===== src/rtl/noc_pkg.sv =====
// Shared NoC packet constants and the packetizer FSM state type.
package noc_pkg;

    localparam logic [3:0]  OP_WR_ACK     = 4'h1;
    localparam logic [3:0]  OP_RD_RSP     = 4'h2;
    localparam int          FLITS_PER_PKT = 6;
    localparam logic [15:0] TAIL_MARKER   = 16'hFFFF;

    typedef enum logic [1:0] {
        ST_IDLE,
        ST_HEAD,
        ST_BODY,
        ST_TAIL
    } pkt_state_e;

endpackage


===== src/rtl/noc_flit_checksum.sv =====
// Running 16-bit XOR over accepted flits; result visible the cycle after each accumulate.
// Clear has priority over accumulate, so a new packet can restart the sum on its capture cycle.
module noc_flit_checksum (
    input  logic        i_clk,
    input  logic        i_rst,
    input  logic        i_clear,
    input  logic        i_accum,
    input  logic [15:0] i_flit,
    output logic [15:0] o_sum
);

    logic [15:0] sum_q;

    always_ff @(posedge i_clk or posedge i_rst) begin
        if (i_rst) begin
            sum_q <= '0;
        end else if (i_clear) begin
            sum_q <= '0;
        end else if (i_accum) begin
            sum_q <= sum_q ^ i_flit;
        end
    end

    assign o_sum = sum_q;

endmodule


===== src/rtl/ram_to_noc_packetizer.sv =====
// RAM response -> 6-flit NoC packet (HEAD,B1..B4,TAIL); HEAD valid the cycle after capture, flits hold while i_flit_ready is low.
// Build option PKT_CHECKSUM_EN: TAIL carries the XOR of HEAD..B4 instead of the constant marker.
module ram_to_noc_packetizer
    import noc_pkg::*;
#(
    parameter int          ADDR_WIDTH = 14,
    parameter int          DATA_WIDTH = 32,
    parameter logic [5:0]  SRC_ID     = 6'd0
) (
    input  logic                  i_clk,
    input  logic                  i_rst,
    input  logic                  i_valid,
    input  logic                  i_read_write,
    input  logic [5:0]            i_dest,
    input  logic [ADDR_WIDTH-1:0] i_address,
    input  logic [DATA_WIDTH-1:0] i_rdata,
    input  logic                  i_error,
    output logic                  o_ready,
    output logic [15:0]           o_flit,
    output logic                  o_flit_valid,
    input  logic                  i_flit_ready,
    output logic                  o_done
);

    localparam int         BODY_FLITS = FLITS_PER_PKT - 2;
    localparam logic [1:0] LAST_BODY  = 2'(BODY_FLITS - 1);

    pkt_state_e state_q, state_d;
    logic [1:0] cnt_q, cnt_d;
    logic       done_q, done_d;

    logic                  rw_q;
    logic [5:0]            dest_q;
    logic [ADDR_WIDTH-1:0] addr_q;
    logic [DATA_WIDTH-1:0] rdata_q;
    logic                  err_q;

    logic        capture;
    logic [31:0] rdata32;
    logic [15:0] head_flit;
    logic [15:0] body_flit;
    logic [15:0] tail_flit;
    logic [15:0] flit;

    assign o_ready      = (state_q == ST_IDLE);
    assign o_flit_valid = (state_q != ST_IDLE);
    assign capture      = i_valid && o_ready;

    // Capture registers only load in IDLE, so fields stay frozen for the whole packet.
    always_ff @(posedge i_clk or posedge i_rst) begin
        if (i_rst) begin
            rw_q    <= 1'b0;
            dest_q  <= '0;
            addr_q  <= '0;
            rdata_q <= '0;
            err_q   <= 1'b0;
        end else if (capture) begin
            rw_q    <= i_read_write;
            dest_q  <= i_dest;
            addr_q  <= i_address;
            rdata_q <= i_rdata;
            err_q   <= i_error;
        end
    end

    assign rdata32   = 32'(rdata_q);
    assign head_flit = {(rw_q ? OP_RD_RSP : OP_WR_ACK), dest_q, SRC_ID};

    always_comb begin
        body_flit = '0;
        case (cnt_q)
            2'd0:    body_flit = 16'(addr_q);
            2'd1:    body_flit = rw_q ? rdata32[31:16] : 16'h0000;
            2'd2:    body_flit = rw_q ? rdata32[15:0]  : 16'h0000;
            default: body_flit = {15'd0, err_q};
        endcase
    end

`ifdef PKT_CHECKSUM_EN
    logic xfer;
    logic [15:0] csum;

    assign xfer = o_flit_valid && i_flit_ready;

    noc_flit_checksum u_csum (
        .i_clk   (i_clk),
        .i_rst   (i_rst),
        .i_clear (capture),
        .i_accum (xfer && (state_q != ST_TAIL)),
        .i_flit  (flit),
        .o_sum   (csum)
    );

    assign tail_flit = csum;
`else
    assign tail_flit = TAIL_MARKER;
`endif

    always_comb begin
        flit = '0;
        case (state_q)
            ST_HEAD: flit = head_flit;
            ST_BODY: flit = body_flit;
            ST_TAIL: flit = tail_flit;
            default: flit = '0;
        endcase
    end

    assign o_flit = flit;

    always_comb begin
        state_d = state_q;
        cnt_d   = cnt_q;
        done_d  = 1'b0;
        case (state_q)
            ST_IDLE: begin
                if (capture) begin
                    state_d = ST_HEAD;
                    cnt_d   = '0;
                end
            end
            ST_HEAD: begin
                if (i_flit_ready) state_d = ST_BODY;
            end
            ST_BODY: begin
                if (i_flit_ready) begin
                    if (cnt_q == LAST_BODY) begin
                        state_d = ST_TAIL;
                        cnt_d   = '0;
                    end else begin
                        cnt_d = cnt_q + 2'd1;
                    end
                end
            end
            ST_TAIL: begin
                if (i_flit_ready) begin
                    state_d = ST_IDLE;
                    done_d  = 1'b1;
                end
            end
            default: state_d = ST_IDLE;
        endcase
    end

    always_ff @(posedge i_clk or posedge i_rst) begin
        if (i_rst) begin
            state_q <= ST_IDLE;
            cnt_q   <= '0;
            done_q  <= 1'b0;
        end else begin
            state_q <= state_d;
            cnt_q   <= cnt_d;
            done_q  <= done_d;
        end
    end

    assign o_done = done_q;

endmodule


===== config.mk =====
export PLATFORM = sky130hd
export DESIGN_NAME = ram_to_noc_packetizer
export DESIGN_NICKNAME = d
export VERILOG_FILES = /design/src/rtl/noc_pkg.sv /design/src/rtl/noc_flit_checksum.sv /design/src/rtl/ram_to_noc_packetizer.sv
export SDC_FILE = /design/constraint.sdc
export NUM_CORES = 1
export LEC_CHECK = 0
export ABC_AREA = 1
export CORE_MARGIN = 1.5
export CORE_UTILIZATION = 55
export CTS_BUF_LIST = sky130_fd_sc_hd__clkbuf_4
export CTS_CLUSTER_SIZE = 16
export DETAILED_ROUTE_END_ITERATION = 10
export PLACE_DENSITY_LB_ADDON = 0.08
export SYNTH_ARGS = -nofsm -noshare
export SYNTH_HDL_FRONTEND = slang
export SYNTH_SLANG_ARGS = --single-unit

===== constraint.sdc =====
create_clock -name i_clk -period 3.66 [get_ports i_clk]
set_clock_uncertainty 0.1 [all_clocks]
set_input_delay 0.732 -clock i_clk [delete_from_list [all_inputs] [get_ports i_clk]]
set_output_delay 0.732 -clock i_clk [all_outputs]
set_load 0.1 [all_outputs]

**Sequential cells grouped by signal name**

Other sequential cells in the stronger grey, the rest of the logic in the fainter grey.
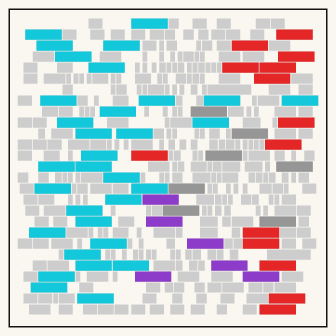
netlist name	colour	placed flops
dest_q	purple	6
rdata32	cyan	32
addr_q	red	14
not coloured	7

**Close-up of the layout**

Window x 46 to 71, y 7 to 32 um. Cells in grey, sequential cells in the stronger grey; small squares are vias.
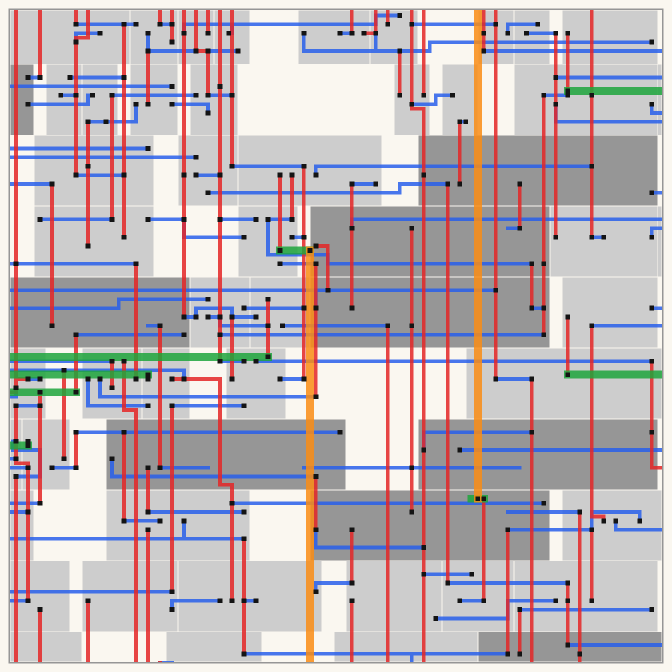
layer	colour
metal 2	red
metal 1	blue
metal 3	green
metal 4	orange
most frequent	dfrtp_1 (7), mux2_4 (6)
cells with their middle in the window	46
netlist names of flops here include	addr_q (3), dest_q (3)
sequential cells in the window	7

**Floorplan with the power grid**

Scale bar: 20 um. Pins as bars on the die edge. Tap cells in grey.
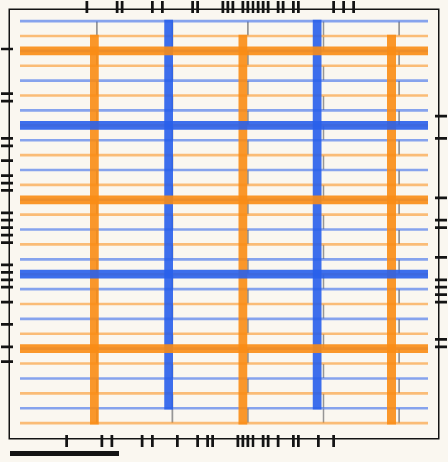
net	colour
VSS	orange
VDD	blue
tap cells	72
met5 straps	5

**Congestion heat map**

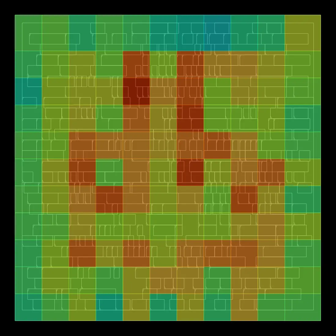
global route hottest layer: met2
met2 Resource Use GR: 0.352

**Signal wires by layer**

Two of the layers only.
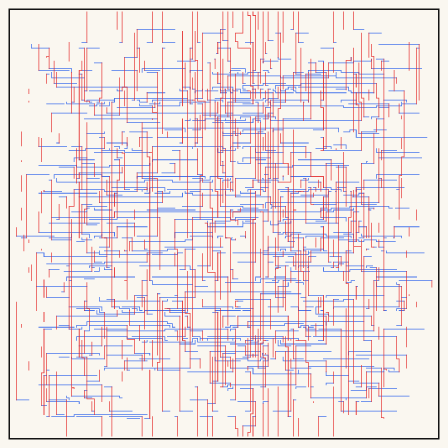
layer	colour	wire length
metal 2	red	3110 um
metal 1	blue	2930 um
total vias in the final route: 2296
Global Route Usage Sum: 0.232

==> impl_metrics.env <==
# physical design summary
export IMPL_clock_latency_of_the_later_clocked_register_in_the_worst_skew_pair_ps=390
export IMPL_setup_reg_to_reg_worst_slack_ps=1430
export IMPL_yosys_most_used_dff="dfrtp_1"
export IMPL_antenna_violating_nets_post_route=0
export IMPL_mostFrequentLayoutCells="nand2_1, dfrtp_1, clkdlybuf4s50_1, mux2_4, inv_1"
export IMPL_first_global_vias=2234
export IMPL_ys_flops=59
export IMPL_proportion_of_synthesized_flip_flops_having_asynchronous_set_or_reset=1.00
export IMPL_worst_path_class_setup="flip-flop to output pin"
export IMPL_final_area_sq_um=3970
export IMPL_die_size_x_um=78.2
export IMPL_post_cts_resized_instances=0
export IMPL_pre_cts_ws_ps=919
export IMPL_r2r_end="dest_q[4]"
export IMPL_via_density_per_instance=5.14
export IMPL_place_gp_congestion=0.798
export IMPL_floorplan_initialDensity=0.568
export IMPL_place_inst=431
export IMPL_yosysCellCount=297
export IMPL_post_drt_wl_per_cell_um=14.6
export IMPL_cp_endpoint_kind="output pin"
export IMPL_synth_sequential_area_ratio=0.475
export IMPL_initial_antenna_violation_count=0
export IMPL_port_buffers=76
export IMPL_gate_count_after_technology_mapping=297
export IMPL_synth_area_leader_cell="dfrtp_1"
export IMPL_postPlaceCellArea_sq_um=3820
export IMPL_drive_gt1_frac=0.243
export IMPL_ys_top_cells_by_area="dfrtp_1, mux2_4, nand2_1"
export IMPL_floorplan_nets=363
export IMPL_final_critical_period_ps=3180
export IMPL_final_core_utilization=0.726
export IMPL_grt_first_pass_wirelength_mm=10.8
export IMPL_cap_viol_max_count=0
export IMPL_final_instance_count_excl_fill=447
export IMPL_clock_pin_slew_on_the_worst_setup_and_hold_paths_ps=100
export IMPL_warnings_from_yosys=0
export IMPL_cts_sink_count=59
export IMPL_die_area_sq_um=6110
export IMPL_tally_of_openroad_warnings=32
export IMPL_drt_iter0_drc=167
export IMPL_grt_setup_unrepaired="false"
export IMPL_synth_cell_types=23
export IMPL_tritoncts="built"
export IMPL_ys_top_cells_by_count="nand2_1, dfrtp_1, mux2_4, inv_1, mux2_2"
export IMPL_synth_edff_count=0
export IMPL_worst_ep_arrival_time_ps=2350
export IMPL_finalSetupViolCount=0
export IMPL_cts_max_path_buffers=2
export IMPL_run_status="finished, final reports clean"
export IMPL_hold_depth=1
export IMPL_post_cts_repair_setup_buffers=0
export IMPL_hold_buffer_count_at_cts=0
export IMPL_worstHoldEndpoint="rdata32[19]"
export IMPL_synth_area_sq_um=3110
export IMPL_worstHoldStart="rdata32[19]"
export IMPL_root_buffer="clkbuf_4"
export IMPL_worstRegToRegCells=4
export IMPL_setup_tns_ps=0
export IMPL_ys_area_sq_um=3110
export IMPL_slew_headroom=0.359
export IMPL_floorplan_die_height_um=78.2
-- worst max-delay path: stages, from the launching register on --
cell     delay, ps
dfrtp_1        420
inv_1          100
ha_1           360
nand2_4        130
nor2_4         310
nand2_1        130
nand3_1        100
nand2_1         60
inv_1           60
buf_4          280
-- registers in the layout, indices dropped and copies added, names as in the netlist --
| register | flops |
|---|---|
| rdata32 | 32 |
| addr_q | 14 |
| dest_q | 6 |
| cnt_q | 2 |
| state_q | 2 |
| err_q | 1 |
| o_done | 1 |
| rw_q | 1 |
-- cell type report --
class | instances | area [sq um]
Inverter | 24 | 90.1
Clock inverter | 6 | 80.1
Timing Repair Buffer | 77 | 723
Clock buffer | 10 | 75.1
Multi-Input combinational cell | 199 | 1440
Sequential cell | 59 | 1480
Tap cell | 72 | 90.1
Fill cell | 452 | 1500
-- per-layer routing --
metal  up-vias  routed length, um  global-route usage
met5         -                  0                   0
met4         0                112              0.0839
met3        12                380              0.0628
met2        68               3110               0.352
met1      1097               2930               0.319
li1       1119                  -                   -
-- how the worst max path moves through the flow --
stage,to,slack (ps),start
3_3_place_gp,o_flit[9],920,state_q[0]
5_1_grt,o_flit[2],220,state_q[0]
3_5_place_dp,o_flit[9],920,state_q[0]
6_report,o_flit[2],480,state_q[0]
4_1_cts,o_flit[2],480,state_q[0]
2_1_floorplan,o_flit[12],140,state_q[0]
-- cells by family (layout without fill, tap and decap cells) --
kind of cell,after synthesis,after routing,share of synthesized area
DFF,59,59,0.475
AOI/OAI and AO/OA,24,24,0.0414
buffers and inverters,39,117,0.0656
muxes,52,52,0.232
adders and majority gates,8,8,0.0322
and+or+nand+nor,115,115,0.154
